File: config.mk
export PLATFORM = sky130hd
export DESIGN_NAME = m_unit_sequencer
export DESIGN_NICKNAME = d
export VERILOG_FILES = /design/src/rtl/m_unit_pkg.sv /design/src/rtl/m_unit_sequencer_div.sv /design/src/rtl/m_unit_sequencer.sv
export SDC_FILE = /design/constraint.sdc
export NUM_CORES = 2
export LEC_CHECK = 0
export ABC_AREA = 1
export CAP_MARGIN = 20
export CORE_ASPECT_RATIO = 1.75
export CORE_MARGIN = 3
export CORE_UTILIZATION = 36
export CTS_CLUSTER_SIZE = 8
export DETAILED_ROUTE_END_ITERATION = 12
export GPL_TIMING_DRIVEN = 0
export RECOVER_POWER = 25
export SLEW_MARGIN = 20
export SYNTH_ARGS = -nofsm -noshare
export SYNTH_HDL_FRONTEND = slang
export SYNTH_SLANG_ARGS = --single-unit
File: constraint.sdc
create_clock -name clk -period 18.7 [get_ports clk]
set_input_delay 1.87 -clock clk [delete_from_list [all_inputs] [get_ports clk]]
set_output_delay 1.87 -clock clk [all_outputs]
set_load 0.005 [all_outputs]
File: src/rtl/m_unit_pkg.sv
`default_nettype none
// +----------------------------------------------------------------------+
// | m_unit_pkg : shared encodings for the RV32M multiply/divide sequencer |
// | Rev 1.0                                                              |
// +----------------------------------------------------------------------+
package m_unit_pkg;

  localparam logic [2:0] F3_MUL    = 3'd0;
  localparam logic [2:0] F3_MULH   = 3'd1;
  localparam logic [2:0] F3_MULHSU = 3'd2;
  localparam logic [2:0] F3_MULHU  = 3'd3;
  localparam logic [2:0] F3_DIV    = 3'd4;
  localparam logic [2:0] F3_DIVU   = 3'd5;
  localparam logic [2:0] F3_REM    = 3'd6;
  localparam logic [2:0] F3_REMU   = 3'd7;

  localparam logic [6:0] FUNC7_MULDIV = 7'b0000001;

  typedef enum logic [1:0] {
    ST_IDLE = 2'd0,
    ST_FAST = 2'd1,
    ST_DIV  = 2'd2,
    ST_DONE = 2'd3
  } state_t;

  function automatic logic f3_is_div(input logic [2:0] f3);
    return f3[2];
  endfunction

  // DIV and REM treat operands as two's complement; DIVU/REMU do not
  function automatic logic f3_div_signed(input logic [2:0] f3);
    return f3[2] & ~f3[0];
  endfunction

endpackage
`default_nettype wire

File: src/rtl/m_unit_sequencer_div.sv
`default_nettype none
// +----------------------------------------------------------------------+
// | m_div_iter : unsigned restoring divider, one quotient bit per cycle   |
// | Rev 1.0                                                              |
// +----------------------------------------------------------------------+
module m_div_iter #(
  parameter int XLEN = 32
) (
  input  logic            clk,
  input  logic            rst,
  input  logic            load,
  input  logic            abort,
  input  logic [XLEN-1:0] dividend,
  input  logic [XLEN-1:0] divisor,
  output logic            done,
  output logic [XLEN-1:0] quotient,
  output logic [XLEN-1:0] remainder
);

  localparam int CNT_W = $clog2(XLEN);

  logic [XLEN-1:0]  r_rem;
  logic [XLEN-1:0]  r_quo;
  logic [XLEN-1:0]  r_div;
  logic [CNT_W-1:0] r_cnt;
  logic             r_active;

  logic [XLEN:0]    w_shift;
  logic [XLEN:0]    w_sub;
  logic [XLEN-1:0]  w_rem_nxt;
  logic [XLEN-1:0]  w_quo_nxt;

  // r_quo starts as the dividend and is shifted out MSB-first while quotient bits enter at the LSB
  always_comb begin
    w_shift   = {r_rem, r_quo[XLEN-1]};
    w_sub     = w_shift - {1'b0, r_div};
    w_rem_nxt = w_shift[XLEN-1:0];
    w_quo_nxt = {r_quo[XLEN-2:0], 1'b0};
    if (!w_sub[XLEN]) begin
      w_rem_nxt = w_sub[XLEN-1:0];
      w_quo_nxt = {r_quo[XLEN-2:0], 1'b1};
    end
  end

  assign done      = r_active && (r_cnt == CNT_W'(XLEN - 1));
  assign quotient  = w_quo_nxt;
  assign remainder = w_rem_nxt;

  always_ff @(posedge clk or negedge rst) begin
    if (!rst) begin
      r_rem    <= '0;
      r_quo    <= '0;
      r_div    <= '0;
      r_cnt    <= '0;
      r_active <= 1'b0;
    end else if (load) begin
      r_rem    <= '0;
      r_quo    <= dividend;
      r_div    <= divisor;
      r_cnt    <= '0;
      r_active <= 1'b1;
    end else if (abort) begin
      r_cnt    <= '0;
      r_active <= 1'b0;
    end else if (r_active) begin
      r_rem <= w_rem_nxt;
      r_quo <= w_quo_nxt;
      r_cnt <= r_cnt + 1'b1;
      if (done) begin
        r_active <= 1'b0;
      end
    end
  end

endmodule
`default_nettype wire

File: src/rtl/m_unit_sequencer.sv
`default_nettype none
// +----------------------------------------------------------------------+
// | m_unit_sequencer : RV32M multi-cycle unit with writeback handshake    |
// | Rev 1.0                                                              |
// +----------------------------------------------------------------------+
module m_unit_sequencer
  import m_unit_pkg::*;
#(
  parameter int XLEN = 32
) (
  input  logic            clk,
  input  logic            rst,
  input  logic            start,
  input  logic [31:0]     instruction,
  input  logic [XLEN-1:0] op1,
  input  logic [XLEN-1:0] op2,
  input  logic            flush,
  input  logic            ack,
  output logic            busy,
  output logic            ready,
  output logic            wr,
  output logic [XLEN-1:0] result,
  output logic [4:0]      dest
);

  state_t          r_state;
  logic [2:0]      r_f3;
  logic [XLEN-1:0] r_op1;
  logic [XLEN-1:0] r_op2;
  logic            r_neg_q;
  logic            r_neg_r;
  logic            r_busy;
  logic            r_ready;
  logic [XLEN-1:0] r_result;
  logic [4:0]      r_dest;

  logic [2:0]      w_f3;
  logic            w_sgn;
  logic            w_to_div;
  logic [XLEN-1:0] w_abs1;
  logic [XLEN-1:0] w_abs2;
  logic            w_load;
  logic            w_abort;
  logic            w_div_done;
  logic [XLEN-1:0] w_div_q;
  logic [XLEN-1:0] w_div_r;
  logic [XLEN-1:0] w_div_result;
  logic            w_sa;
  logic            w_sb;
  logic signed [2*XLEN+1:0] w_mul_a;
  logic signed [2*XLEN+1:0] w_mul_b;
  logic signed [2*XLEN+1:0] w_prod;
  logic [XLEN-1:0] w_fast_result;
  logic            w_unused;

  assign w_f3  = instruction[14:12];
  assign w_sgn = f3_div_signed(w_f3);

  // Zero divisor and signed overflow have fixed answers and skip the iterative path
  assign w_to_div = f3_is_div(w_f3) && (op2 != '0) &&
                    !(w_sgn && (op1 == {1'b1, {(XLEN-1){1'b0}}}) && (op2 == '1));

  assign w_abs1  = (w_sgn && op1[XLEN-1]) ? -op1 : op1;
  assign w_abs2  = (w_sgn && op2[XLEN-1]) ? -op2 : op2;
  assign w_load  = (r_state == ST_IDLE) && start && !flush && w_to_div;
  assign w_abort = (r_state == ST_DIV) && flush;

  m_div_iter #(.XLEN(XLEN)) u_div (
    .clk      (clk),
    .rst      (rst),
    .load     (w_load),
    .abort    (w_abort),
    .dividend (w_abs1),
    .divisor  (w_abs2),
    .done     (w_div_done),
    .quotient (w_div_q),
    .remainder(w_div_r)
  );

  assign w_div_result = r_f3[1] ? (r_neg_r ? -w_div_r : w_div_r)
                                : (r_neg_q ? -w_div_q : w_div_q);

  assign w_sa    = ((r_f3 == F3_MULH) || (r_f3 == F3_MULHSU)) && r_op1[XLEN-1];
  assign w_sb    = (r_f3 == F3_MULH) && r_op2[XLEN-1];
  assign w_mul_a = {{(XLEN+2){w_sa}}, r_op1};
  assign w_mul_b = {{(XLEN+2){w_sb}}, r_op2};
  assign w_prod  = w_mul_a * w_mul_b;

  always_comb begin
    w_fast_result = w_prod[XLEN-1:0];
    case (r_f3)
      F3_MUL:                      w_fast_result = w_prod[XLEN-1:0];
      F3_MULH, F3_MULHSU, F3_MULHU: w_fast_result = w_prod[2*XLEN-1:XLEN];
      // In FAST a divide is either by zero or the single overflow case, where the quotient equals op1
      F3_DIV, F3_DIVU:             w_fast_result = (r_op2 == '0) ? '1 : r_op1;
      default:                     w_fast_result = (r_op2 == '0) ? r_op1 : '0;
    endcase
  end

  always_ff @(posedge clk or negedge rst) begin
    if (!rst) begin
      r_state  <= ST_IDLE;
      r_f3     <= '0;
      r_op1    <= '0;
      r_op2    <= '0;
      r_neg_q  <= 1'b0;
      r_neg_r  <= 1'b0;
      r_busy   <= 1'b0;
      r_ready  <= 1'b0;
      r_result <= '0;
      r_dest   <= '0;
    end else begin
      case (r_state)
        ST_IDLE: begin
          if (start && !flush) begin
            r_f3    <= w_f3;
            r_dest  <= instruction[11:7];
            r_op1   <= op1;
            r_op2   <= op2;
            r_neg_q <= w_sgn && (op1[XLEN-1] ^ op2[XLEN-1]);
            r_neg_r <= w_sgn && op1[XLEN-1];
            r_busy  <= 1'b1;
            r_state <= w_to_div ? ST_DIV : ST_FAST;
          end
        end
        ST_FAST: begin
          if (flush) begin
            r_busy  <= 1'b0;
            r_state <= ST_IDLE;
          end else begin
            r_result <= w_fast_result;
            r_ready  <= 1'b1;
            r_state  <= ST_DONE;
          end
        end
        ST_DIV: begin
          if (flush) begin
            r_busy  <= 1'b0;
            r_state <= ST_IDLE;
          end else if (w_div_done) begin
            r_result <= w_div_result;
            r_ready  <= 1'b1;
            r_state  <= ST_DONE;
          end
        end
        ST_DONE: begin
          // The op is committed here, so flush has no effect
          if (ack) begin
            r_busy  <= 1'b0;
            r_ready <= 1'b0;
            r_state <= ST_IDLE;
          end
        end
        default: r_state <= ST_IDLE;
      endcase
    end
  end

  assign busy   = r_busy;
  assign ready  = r_ready;
  assign wr     = r_ready & ack;
  assign result = r_result;
  assign dest   = r_dest;

  assign w_unused = ^{instruction[31:15], instruction[6:0], w_prod[2*XLEN+1:2*XLEN]};

endmodule
`default_nettype wire

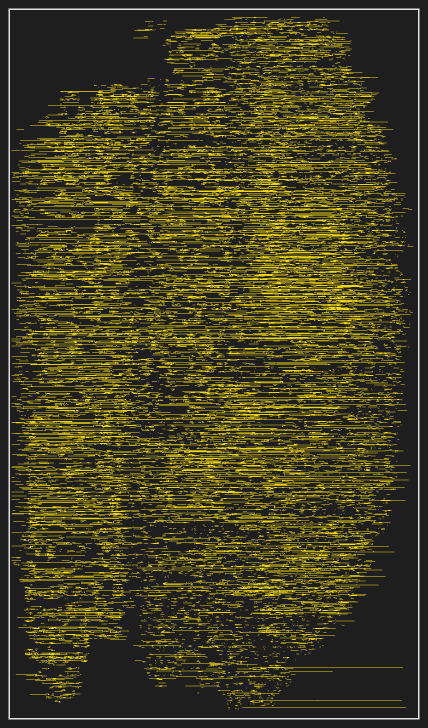
met1.png
The wires run mostly horizontal. The layer holds 29% of the routed length. The longest straight run is 121 µm.
met1 Use GR: 0.327
via count: 50300

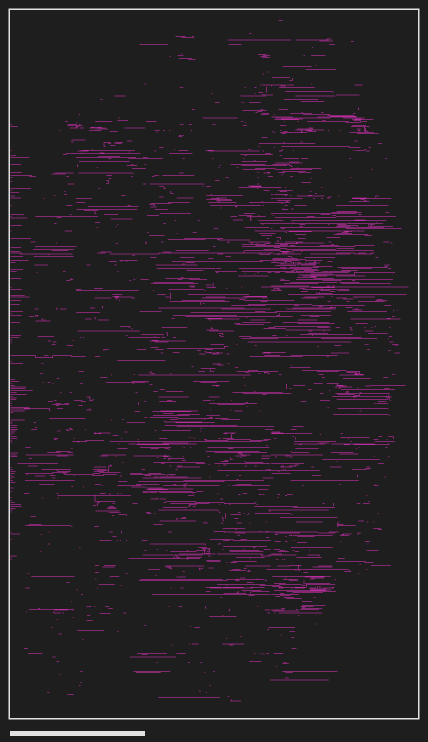
met3.png
Scale bar: 100 µm.
The layer carries 16400 µm of wire. The longest straight run is 112 µm. The wires run mostly horizontal. 889 nets have wire on it.
met3 Track Usage GR: 0.0547
final WL: 279 mm

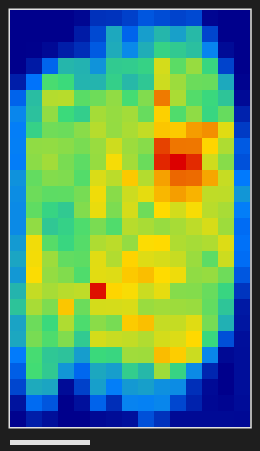
wire_density.png
Scale bar: 100 µm. 15 x 26 tiles, from dark blue (low) to red (high), scaled to the fullest tile. Values are wire area over tile area, all layers added.
The fullest tile reaches 0.69. The densest ninth of the die: centre. 52% of the tiles are over half the peak.

==> notes.md <==
run metrics: Post-route DRC=0, fin crit share=0.667, CTS tree=done, Final Hold Vio Count=0, Cell Area, Placed=0.0592 mm², first-pass GRT wire length=391 mm, Post-Synth Simple-Gate Area=0.200, # IOs=141, post-synthesis cell type count=58, final setup fails=0, Post-Layout Cell Count=9491, final net count=8961, crit-path most repeated cell=nand2_1, final hold slack=0.473 ns, R2R Setup Slk=6.22 ns, Resized Gates After CTS=0, end point of the critical path=result[28], Hold Crit Depth=2, # Cells Yosys=7322, Gate Count Post-Synth=7322, maximum clock insertion buffer count=3, critical path's slowest cell=fa_1, outcome=finished with violations, P&R area growth vs syn=8.45%, Top logic family=adder cells, Signal buffers=474, failing checks=capacitance limit, slew limit, Core Footprint=0.152 mm², postcts setup bufs=0, largest net degree at the start of global routing=82, register share after synthesis=0.0960, total of max-cap violations=2, RSZ-0062 raised after global routing=no, Relative slew margins=-1.88, number of enable flip-flop cells=0, die height=524 µm, Routed WL per cell=29.4 µm, Post-synth ARST share=1.00, main flop type=dfrtp_1, post-route ant nets=0, Final HPWL DP=238 mm, RR Endpoint=result[28], MI comb cells=4816, setup TNS=0 ns, Pins Over Slew Limit=134, Post-Place Cells=9451, beginning of the worst register-to-register path=r_f3[2], Synth area leader=fa_1, hold_buf cts=0
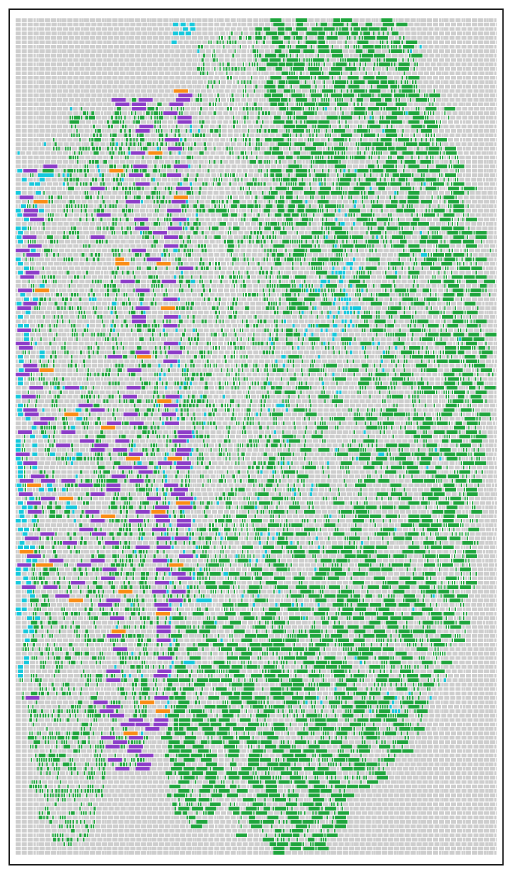
cell_classes.png
Fill, decap, tap and diode cells in grey.
all other logic: drawn in green, cells 6761. clock drivers and dummy loads: drawn in orange, cells 32. other buffers and delay cells: drawn in cyan, cells 474. flops: drawn in purple, cells 212.

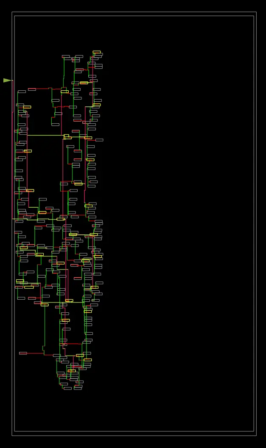
final_clocks.png
Max Clock Skew: 0.0277 ns
number of buffers created by CTS: 30
number of sequential cells: 212
CLK BUF: 30

-- critical path, delay by kind of cell, from the launching register on --
kind	cells	cell delay [ns]
compound gates	1	0.26
fa+ha+maj	9	5.40
buf+inv	6	2.04
flops	1	0.45
simple gates	18	4.20
-- registers in the layout (all words and copies together), names as in the netlist, 2 cells and up --
name / flops
r_f3: 3
r_state: 2
r_op2: 32
u_div.r_rem: 32
r_op1: 32
dest: 5
u_div.r_quo: 32
u_div.r_div: 32
result: 32
u_div.r_cnt: 5
-- layer usage --
layer | up-vias | track usage
met5 | - | 0
met4 | 14 | 0.405
met3 | 1150 | 0.0547
met2 | 2446 | 0.626
met1 | 25100 | 0.327
li1 | 21600 | -
